`src/rtl/mem_stage_pkg.sv`:
```
// Shared types and constants for the GCD-CPU memory stage.
package mem_stage_pkg;

    typedef enum logic [2:0] {
        OP_PASS  = 3'd0,
        OP_SLT   = 3'd1,
        OP_LOAD  = 3'd2,
        OP_STORE = 3'd3,
        OP_BRZ   = 3'd4
    } op_e;

    typedef enum logic [1:0] {
        SZ_BYTE = 2'd0,
        SZ_HALF = 2'd1,
        SZ_WORD = 2'd2
    } size_e;

    typedef enum logic {
        IDLE = 1'b0,
        WAIT = 1'b1
    } state_e;

    localparam int LOAD_LAT_MAX = 3;

endpackage

```
`src/rtl/mem_stage_p_dm_array.sv`:
```
// Data memory: DM_WORDS x DATA_W single-port array, synchronous byte-enabled
// write and one-cycle registered read. Contents are never reset.
module dm_array #(
    parameter int DATA_W   = 32,
    parameter int DM_WORDS = 32
) (
    input  logic                        clk,
    input  logic                        we,
    input  logic [DATA_W/8-1:0]         be,
    input  logic                        re,
    input  logic [$clog2(DM_WORDS)-1:0] addr,
    input  logic [DATA_W-1:0]           wdata,
    output logic [DATA_W-1:0]           rdata
);

    localparam int NB = DATA_W / 8;

    logic [DATA_W-1:0] mem [DM_WORDS];

    // Byte-lane write on enable; read word captured only when a load issues
    always_ff @(posedge clk) begin
        if (we) begin
            for (int b = 0; b < NB; b++) begin
                if (be[b]) mem[addr][8*b +: 8] <= wdata[8*b +: 8];
            end
        end
        if (re) rdata <= mem[addr];
    end

endmodule

```
`src/rtl/mem_stage_p.sv`:
```
// Memory stage between XM and MW: ALU pass-through, SLT, load/store, BRZ.
// Loads wait LOAD_LAT extra cycles with in_ready held low meanwhile.
// Define MEM_SUBWORD_EN for byte/half access, sign extension and misalign
// detection; without it every access is a full word and addr[1:0] is dropped.
module mem_stage_p
    import mem_stage_pkg::*;
#(
    parameter int DATA_W   = 32,
    parameter int DM_WORDS = 32,
    parameter int RD_W     = 5,
    parameter int LOAD_LAT = 1
) (
    input  logic              clk,
    input  logic              rst,
    input  logic              in_valid,
    output logic              in_ready,
    input  logic [2:0]        op,
    input  logic [1:0]        size,
    input  logic              sign_ext,
    input  logic [DATA_W-1:0] alu_out,
    input  logic [DATA_W-1:0] store_data,
    input  logic [RD_W-1:0]   xm_rd,
    output logic              mw_valid,
    output logic [DATA_W-1:0] mw_data,
    output logic [RD_W-1:0]   mw_rd,
    output logic              brz_taken,
    output logic              misalign
);

    localparam int AW    = $clog2(DM_WORDS);
    localparam int NB    = DATA_W / 8;
    localparam int CNT_W = $clog2(LOAD_LAT_MAX + 1);

    state_e             state;
    logic [CNT_W-1:0]   cnt;
    logic               accept;
    logic               is_ld, is_st, is_brz;
    logic [AW-1:0]      widx;
    logic               misal;
    logic [NB-1:0]      be;
    logic [DATA_W-1:0]  wdata;
    logic [DATA_W-1:0]  rdata;
    logic [DATA_W-1:0]  nl_data;
    logic [DATA_W-1:0]  ld_value;
    logic [DATA_W-1:0]  data_p1;
    logic               res_ld_p1;
    logic               ld_misal_p1;
    logic [RD_W-1:0]    pend_rd_p1;

    assign in_ready = (state == IDLE);
    assign accept   = in_valid && in_ready;
    assign is_ld    = (op == OP_LOAD);
    assign is_st    = (op == OP_STORE);
    assign is_brz   = (op == OP_BRZ);
    assign widx     = alu_out[AW+1:2];

`ifdef MEM_SUBWORD_EN
    logic [1:0] ld_off_p1;
    logic [1:0] ld_size_p1;
    logic       ld_sext_p1;

    function automatic logic [DATA_W-1:0] load_extract(
        input logic [DATA_W-1:0] w,
        input logic [1:0]        off,
        input logic [1:0]        sz,
        input logic              sx
    );
        logic [7:0]        b;
        logic [15:0]       h;
        logic [DATA_W-1:0] r;
        b = 8'(w >> {off, 3'b000});
        h = 16'(w >> {off[1], 4'b0000});
        case (sz)
            SZ_BYTE: r = sx ? {{(DATA_W-8){b[7]}}, b}   : {{(DATA_W-8){1'b0}}, b};
            SZ_HALF: r = sx ? {{(DATA_W-16){h[15]}}, h} : {{(DATA_W-16){1'b0}}, h};
            default: r = w;
        endcase
        return r;
    endfunction

    // Byte enables, lane-replicated write data and alignment fault per access size
    always_comb begin
        misal = 1'b0;
        be    = '1;
        wdata = store_data;
        case (size)
            SZ_BYTE: begin
                be    = NB'(1) << alu_out[1:0];
                wdata = {NB{store_data[7:0]}};
            end
            SZ_HALF: begin
                misal = alu_out[0];
                be    = NB'(3) << {alu_out[1], 1'b0};
                wdata = {(NB/2){store_data[15:0]}};
            end
            default: misal = (alu_out[1:0] != 2'b00);
        endcase
    end

    // Capture sub-word selection for the load being issued
    always_ff @(posedge clk) begin
        if (accept && is_ld) begin
            ld_off_p1  <= alu_out[1:0];
            ld_size_p1 <= size;
            ld_sext_p1 <= sign_ext;
        end
    end

    assign ld_value = ld_misal_p1 ? '0 : load_extract(rdata, ld_off_p1, ld_size_p1, ld_sext_p1);
`else
    logic unused_subword;
    assign unused_subword = ^{size, sign_ext, alu_out[1:0]};
    assign misal    = 1'b0;
    assign be       = '1;
    assign wdata    = store_data;
    assign ld_value = rdata;
`endif

    dm_array #(
        .DATA_W  (DATA_W),
        .DM_WORDS(DM_WORDS)
    ) u_dm (
        .clk  (clk),
        .we   (accept && is_st && !misal),
        .be   (be),
        .re   (accept && is_ld),
        .addr (widx),
        .wdata(wdata),
        .rdata(rdata)
    );

    // Result value for everything that is not a load
    always_comb begin
        nl_data = alu_out;
        case (op)
            OP_SLT:            nl_data = DATA_W'(alu_out[DATA_W-1]);
            OP_STORE, OP_BRZ:  nl_data = '0;
            default:           nl_data = alu_out;
        endcase
    end

    // Hold the pending load's destination and fault while the FSM waits
    always_ff @(posedge clk) begin
        if (accept && is_ld) begin
            pend_rd_p1  <= xm_rd;
            ld_misal_p1 <= misal;
        end
    end

    // ---- stage boundary: accept -> MW result register, load-latency FSM ----
    // FSM, latency counter and registered writeback outputs
    always_ff @(posedge clk or negedge rst) begin
        if (!rst) begin
            state     <= IDLE;
            cnt       <= '0;
            mw_valid  <= 1'b0;
            brz_taken <= 1'b0;
            misalign  <= 1'b0;
            res_ld_p1 <= 1'b0;
            data_p1   <= '0;
            mw_rd     <= '0;
        end else begin
            mw_valid  <= 1'b0;
            brz_taken <= 1'b0;
            misalign  <= 1'b0;
            case (state)
                IDLE: begin
                    if (accept) begin
                        if (is_ld) begin
                            if (LOAD_LAT > 0) begin
                                state <= WAIT;
                                cnt   <= CNT_W'(LOAD_LAT);
                            end else begin
                                mw_valid  <= 1'b1;
                                misalign  <= misal;
                                mw_rd     <= xm_rd;
                                res_ld_p1 <= 1'b1;
                            end
                        end else begin
                            mw_valid  <= 1'b1;
                            res_ld_p1 <= 1'b0;
                            data_p1   <= nl_data;
                            mw_rd     <= (is_st || is_brz) ? '0 : xm_rd;
                            brz_taken <= is_brz && (alu_out == '0);
                            misalign  <= is_st && misal;
                        end
                    end
                end
                WAIT: begin
                    cnt <= cnt - 1'b1;
                    if (cnt == CNT_W'(1)) begin
                        state     <= IDLE;
                        mw_valid  <= 1'b1;
                        misalign  <= ld_misal_p1;
                        mw_rd     <= pend_rd_p1;
                        res_ld_p1 <= 1'b1;
                    end
                end
                default: state <= IDLE;
            endcase
        end
    end

    assign mw_data = res_ld_p1 ? ld_value : data_p1;

endmodule

```
`config.mk`:
```
export PLATFORM = sky130hd
export DESIGN_NAME = mem_stage_p
export DESIGN_NICKNAME = d
export VERILOG_FILES = /design/src/rtl/mem_stage_pkg.sv /design/src/rtl/mem_stage_p_dm_array.sv /design/src/rtl/mem_stage_p.sv
export SDC_FILE = /design/constraint.sdc
export NUM_CORES = 1
export LEC_CHECK = 0
export ABC_AREA = 1
export CORE_AREA = 4 4 307 309
export DETAILED_ROUTE_END_ITERATION = 12
export DIE_AREA = 0 0 311 313
export GPL_ROUTABILITY_DRIVEN = 0
export PLACE_DENSITY = 0.66
export SETUP_SLACK_MARGIN = 0.2
export SYNTH_ARGS = -nofsm -noshare
export SYNTH_HDL_FRONTEND = slang
export SYNTH_SLANG_ARGS = --single-unit
```
`constraint.sdc`:
```
create_clock -name clk -period 3.75 [get_ports clk]
set_input_delay 0.375 -clock clk [delete_from_list [all_inputs] [get_ports clk]]
set_output_delay 0.375 -clock clk [all_outputs]
set_load 0.005 [all_outputs]
```
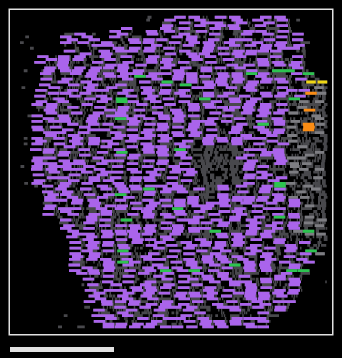
**Above:** run 1 (where the registers sit).
Bar = 100 um. Other sequential cells in the stronger gray, the rest of the logic in the fainter gray.
Key: orange = pend_rd_p1 [flops 5]; purple = u_dm.mem [flops 1024, where widely spread]; green = u_dm.rdata [flops 32]; yellow = cnt [flops 2]
Another 41 sequential cells are not colored.
Reg area: 0.03294 mm2
sequential-cell power consumption: 13.9 mW
share of the final layout cell area in sequential cells: 0.6326
final cell utilization of the core: 0.5697

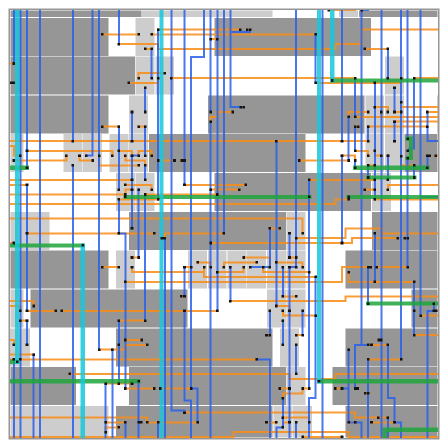
**Above:** run 1 (zoomed window).
Window x 218 to 248, y 63 to 93 um. Cells in gray, sequential cells in the stronger gray; small squares are vias.
Key: green = met3; blue = met2; cyan = met4; orange = met1
51 logic cells have their middle in the window. Most frequent: nand2_1 (33), edfxtp_1 (17), clkbuf_16 (1). Netlist names of flops here include u_dm.mem (17). Sequential cells in the window: 17.

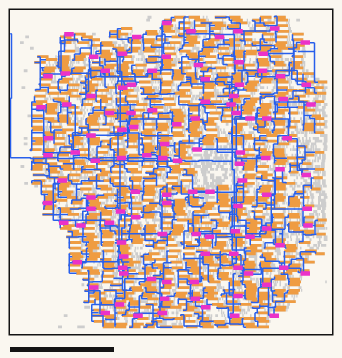
**Above:** run 1 (clock distribution).
Bar = 100 um.
Key: magenta = cells driving clock nets [count 112]; blue = clock wires [length 11900 um]; orange = flip-flops [count 1104]
There are 113 routed clock nets.
power share of the clock group: 0.392
Latency at later pin: 0.70 ns
Fin Clk Skew: 0.03040 ns
Clk power: 10.4 mW

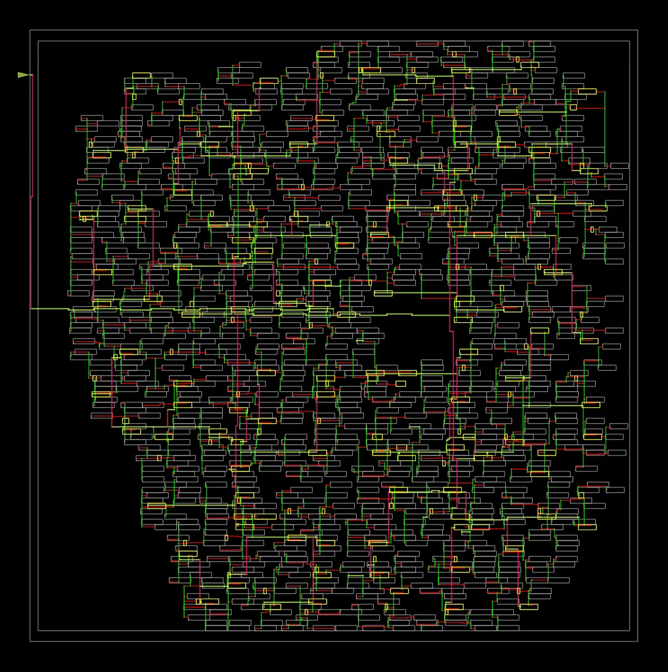
**Above:** run 1 (the clock network).
number of clock buffers in the layout: 146
Clock Sink Count: 1104
number of sequential storage elements: 1104

==> results.env, run 1 <==
WORST_EP_REQUIRED_TIME_NS=3.38
OUTCOME='finished, final reports clean'
NUMBER_OF_GLOBAL_ROUTE_VIAS_BEFORE_REPAIR=27958
HIGHEST_COUNT_LOGIC_CELL_IN_THE_FINAL_LAYOUT='sky130_fd_sc_hd__nand2_1'
CP_SLOWEST_CELL='sky130_fd_sc_hd__dfrtp_2'
SYNTH_STAT.CELLS=4396
FLOORPLANUTILIZATION=0.4986
ANT_NETS=0
SYNTH_CHIP_AREA_MM2=0.04557
NUM_ANTENNA_CELLS=0
TOP_CELLS_BY_COUNT='sky130_fd_sc_hd__nand2_1, sky130_fd_sc_hd__edfxtp_1, sky130_fd_sc_hd__clkbuf_1, sky130_fd_sc_hd__nor2_1, sky130_fd_sc_hd__o21ai_0'
FIRSTDRTPASSITERS=5
WORST_SETUP_PATH_ENDPOINT='mw_data[9]'
GRT_PASS1_WL_UM=174800
YOSYS_WARNING_TALLY=0
FLOORPLAN.CORE_AREA_MM2=0.09139
CLOCKBUFFERDEPTH=3
CP-START-KIND='flop'
TOTAL_POWER_mW=26.59
TNS_NS=0
PLACED_AREA_MM2=0.04861
SYN_AREA_MM2=0.04557
CP_CLASS='flop to output port'
TOP_SIGNAL_LAYER_USED='met5'
PART_OF_THE_POWER_IN_REGISTERS=0.521
COMB_GATE_AREA_MM2=0.01187
DP_WORST_SETUP_SLACK_NS=0.6960
MULTIPLEXER_AREA_FRACTION_AFTER_SYNTHESIS=0
WORST_HOLD_SLACK_NS=0.2955
VIAS_PER_CELL=5.187
POWER.INTERNAL_mW=20.42
NUMBER_OF_FLIP_FLOPS_IN_THE_LARGEST_REGISTER=1024
CRITICAL_PATH_CELL_COUNT=4
MAXCAPVIOLCOUNT=0
CRITICAL_PATH.TOP_DELAY_FAMILY='buffers and inverters'
YOSYS-DOMINANT-COMB-FAMILY='simple AND/OR/NAND/NOR gates'
POSTSYNTH.TOPFLOPCELL='sky130_fd_sc_hd__edfxtp_1'
SYN_AVG_CELL_AREA_UM2=10.37
TOP_POWER_GROUP='registers'
CRIT_FANOUT=39
KIND_OF_CAPTURE_POINT_OF_THE_WORST_SETUP_PATH='output port'
POWER_SWITCHING_SHARE=0.2320
DIE_WIDTH_UM=311
FLOORPLAN.IO_PINS=119
SYNTH-EDFF-COUNT=1061
TIMING_HOLD_VIOLATIONS_FINAL=0
CRIT_START='res_ld_p1'
VDD_DROP_MAX_uV=367.4
**Run 1: cell sizes after repair**

Bar = 100 um.
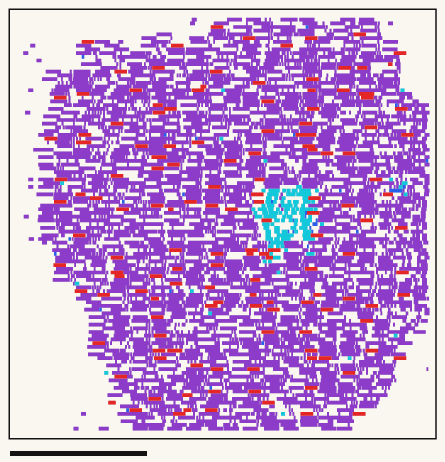

==> run 2, diff against run 1 <==
Clock period 3.75 ns to 2.7 ns, I/O delays scaled along.
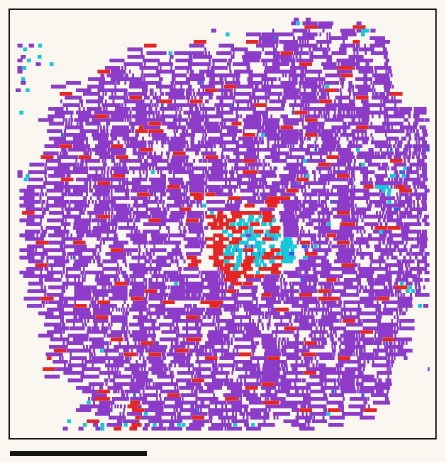
**Above:** run 2 (cell sizes after repair).
Bar = 100 um.
Key: purple = drive 1 or less [cells 4295, share 92%]; cyan = drive 3 to 4 [cells 130, share 2.8%]; red = drive 6 and up [cells 210, share 4.5%]; blue = drive 2 [cells 32, share 0.69%]
count of buffers not belonging to the clock network in the layout: 279
final cell area excluding filler cells: 0.05342 mm2
Final Worst Setup Slack: 0.2254 ns
area delta synth->final: 17.22%

==> results.env, run 2 <==
OUTCOME='finished, final reports clean'
TOTAL_POWER_mW=37.63  # +42%
SEQ_CELLS=1104  # unchanged
CLOCKBUFFERDEPTH=3  # unchanged
GR-MAX-USAGE-LAYER='met2'
TIMING.FINAL.SETUP_VIOLATIONS=0
CRITICAL_PATH_CELL_COUNT=4  # unchanged
MET1_LENGTH_UM=50340
NUM_ANTENNA_CELLS=2  # +2
GRTUSAGEMET2=0.3935
POSTSYNTH.TOPFLOPCELL='sky130_fd_sc_hd__edfxtp_1'
PG_CLK_mW=15.0  # +44%
LATENCY_AT_LATER_PIN_NS=0.68  # -0.02 ns
WORST_EP_REQUIRED_TIME_NS=2.43  # -0.95 ns
WORST_SETUP_PATH_ENDPOINT='mw_data[3]'
SYN_AVG_CELL_AREA_UM2=10.37  # unchanged
POWERSEQ_mW=19.2  # +38%
FIRSTDRTPASSITERS=5  # unchanged
NUMBER_OF_GLOBAL_ROUTE_VIAS_BEFORE_REPAIR=29549  # +5.7%
WORST_PIN_SLEW_NS=1.019
GRT_START_MAX_NET_PINS=151
MULTIPLEXER_AREA_FRACTION_AFTER_SYNTHESIS=0  # unchanged
N_CLOCK_BUFFER=152  # +4.1%
TOP_POWER_GROUP='registers'
WORST_HOLD_SLACK_NS=0.2135  # -0.08194 ns
HIGHEST_COUNT_LOGIC_CELL_IN_THE_FINAL_LAYOUT='sky130_fd_sc_hd__nand2_1'
WORST-PATH-BUF-INV=3
CP_CLASS='flop to output port'
SYNTH_CHIP_AREA_MM2=0.04557  # unchanged
FINAL-SEQ-AREA_MM2=0.03294  # about the same
SYNTHDISTINCTLIBCELLS=19
PLACED_AREA_MM2=0.04982  # +2.5%
POWER_SWITCHING_SHARE=0.2275  # -0.004568
FLOORPLAN.CORE_AREA_MM2=0.09139  # unchanged
COMB_GATE_AREA_MM2=0.01187  # about the same
TOP_REGISTER='u_dm.mem'
TIMING.CLOCK.SKEW_NS=0.02443  # -0.005967 ns
YOSYS_WARNING_TALLY=0  # unchanged
YOSYS.AREA_SHARE.AOI=0.007222
SYNTH_STAT.CELLS=4396  # unchanged
TIMING_HOLD_VIOLATIONS_FINAL=0  # unchanged
FINAL_CORE_UTILIZATION=0.5845  # +0.01477
FINAL_LAYOUT_TOP_LOGIC_CELLS='sky130_fd_sc_hd__nand2_1, sky130_fd_sc_hd__edfxtp_1, sky130_fd_sc_hd__clkbuf_16'
MAX_SLEW_MARGIN=0.3204
VIAS_PER_CELL=5.280  # +1.8%
GRT_PASS1_WL_UM=180500  # +3.3%
CTS_SETUP_BUFFERS=3
CP-START-KIND='flop'
YOSYS-DOMINANT-COMB-FAMILY='simple AND/OR/NAND/NOR gates'
NWELLTAPS=1186
FLOORPLAN.IO_PINS=119  # unchanged
DP_CELLS=5644
CTS.ROOT.BUFFER_CELL='sky130_fd_sc_hd__clkbuf_16'
SYNTH-EDFF-COUNT=1061  # unchanged
CTS_RESIZED=8
MIN-DELAY-PATH-CLASS='input pin to flop'
CRIT_FANOUT=26  # -33%
TRITONCTS='built'
SYN_AREA_MM2=0.04557  # unchanged
CRITICAL_PATH.TOP_DELAY_FAMILY='buffers and inverters'
LARGEST_AREA_CELL='sky130_fd_sc_hd__edfxtp_1'
FLOORPLAN.NETS=4475
FLOORPLANUTILIZATION=0.4986  # unchanged
KIND_OF_CAPTURE_POINT_OF_THE_WORST_SETUP_PATH='output port'
CRIT_START='res_ld_p1'
VDD_DROP_MAX_uV=493.4  # +34%
POWER.CLOCK.FRACTION=0.399  # +0.007
POWER.INTERNAL_mW=29.07  # +42%
CP_SLOWEST_CELL='sky130_fd_sc_hd__dfrtp_4'
MIN-DELAY-START='alu_out[7]'
NUMBER_OF_FLIP_FLOPS_IN_THE_LARGEST_REGISTER=1024  # unchanged
CLOCK_SINK_COUNT=1104  # unchanged
DP_WORST_SETUP_SLACK_NS=0.1630  # -0.5330 ns
TOP_CELLS_BY_COUNT='sky130_fd_sc_hd__nand2_1, sky130_fd_sc_hd__edfxtp_1, sky130_fd_sc_hd__clkbuf_1, sky130_fd_sc_hd__nor2_1, sky130_fd_sc_hd__o21ai_0'
PART_OF_THE_POWER_IN_REGISTERS=0.511  # -0.010
DRC=0
POSTSYNTHSEQSHARE=0.7228
SEQAREAFRACTION=0.6167  # -0.01594
ANT_NETS=0  # unchanged
DRIVE_GT1_FRAC=0.07971
TOP_SIGNAL_LAYER_USED='met5'
TNS_NS=0  # unchanged
POST_SYNTHESIS_CELLS=4396
POWER.SWITCHING_mW=8.560
MAXCAPVIOLCOUNT=0  # unchanged
DIE_WIDTH_UM=311  # unchanged
YOSYSMOSTFREQUENTCELL='sky130_fd_sc_hd__nand2_1'
Power and IR drop assume default switching activity.
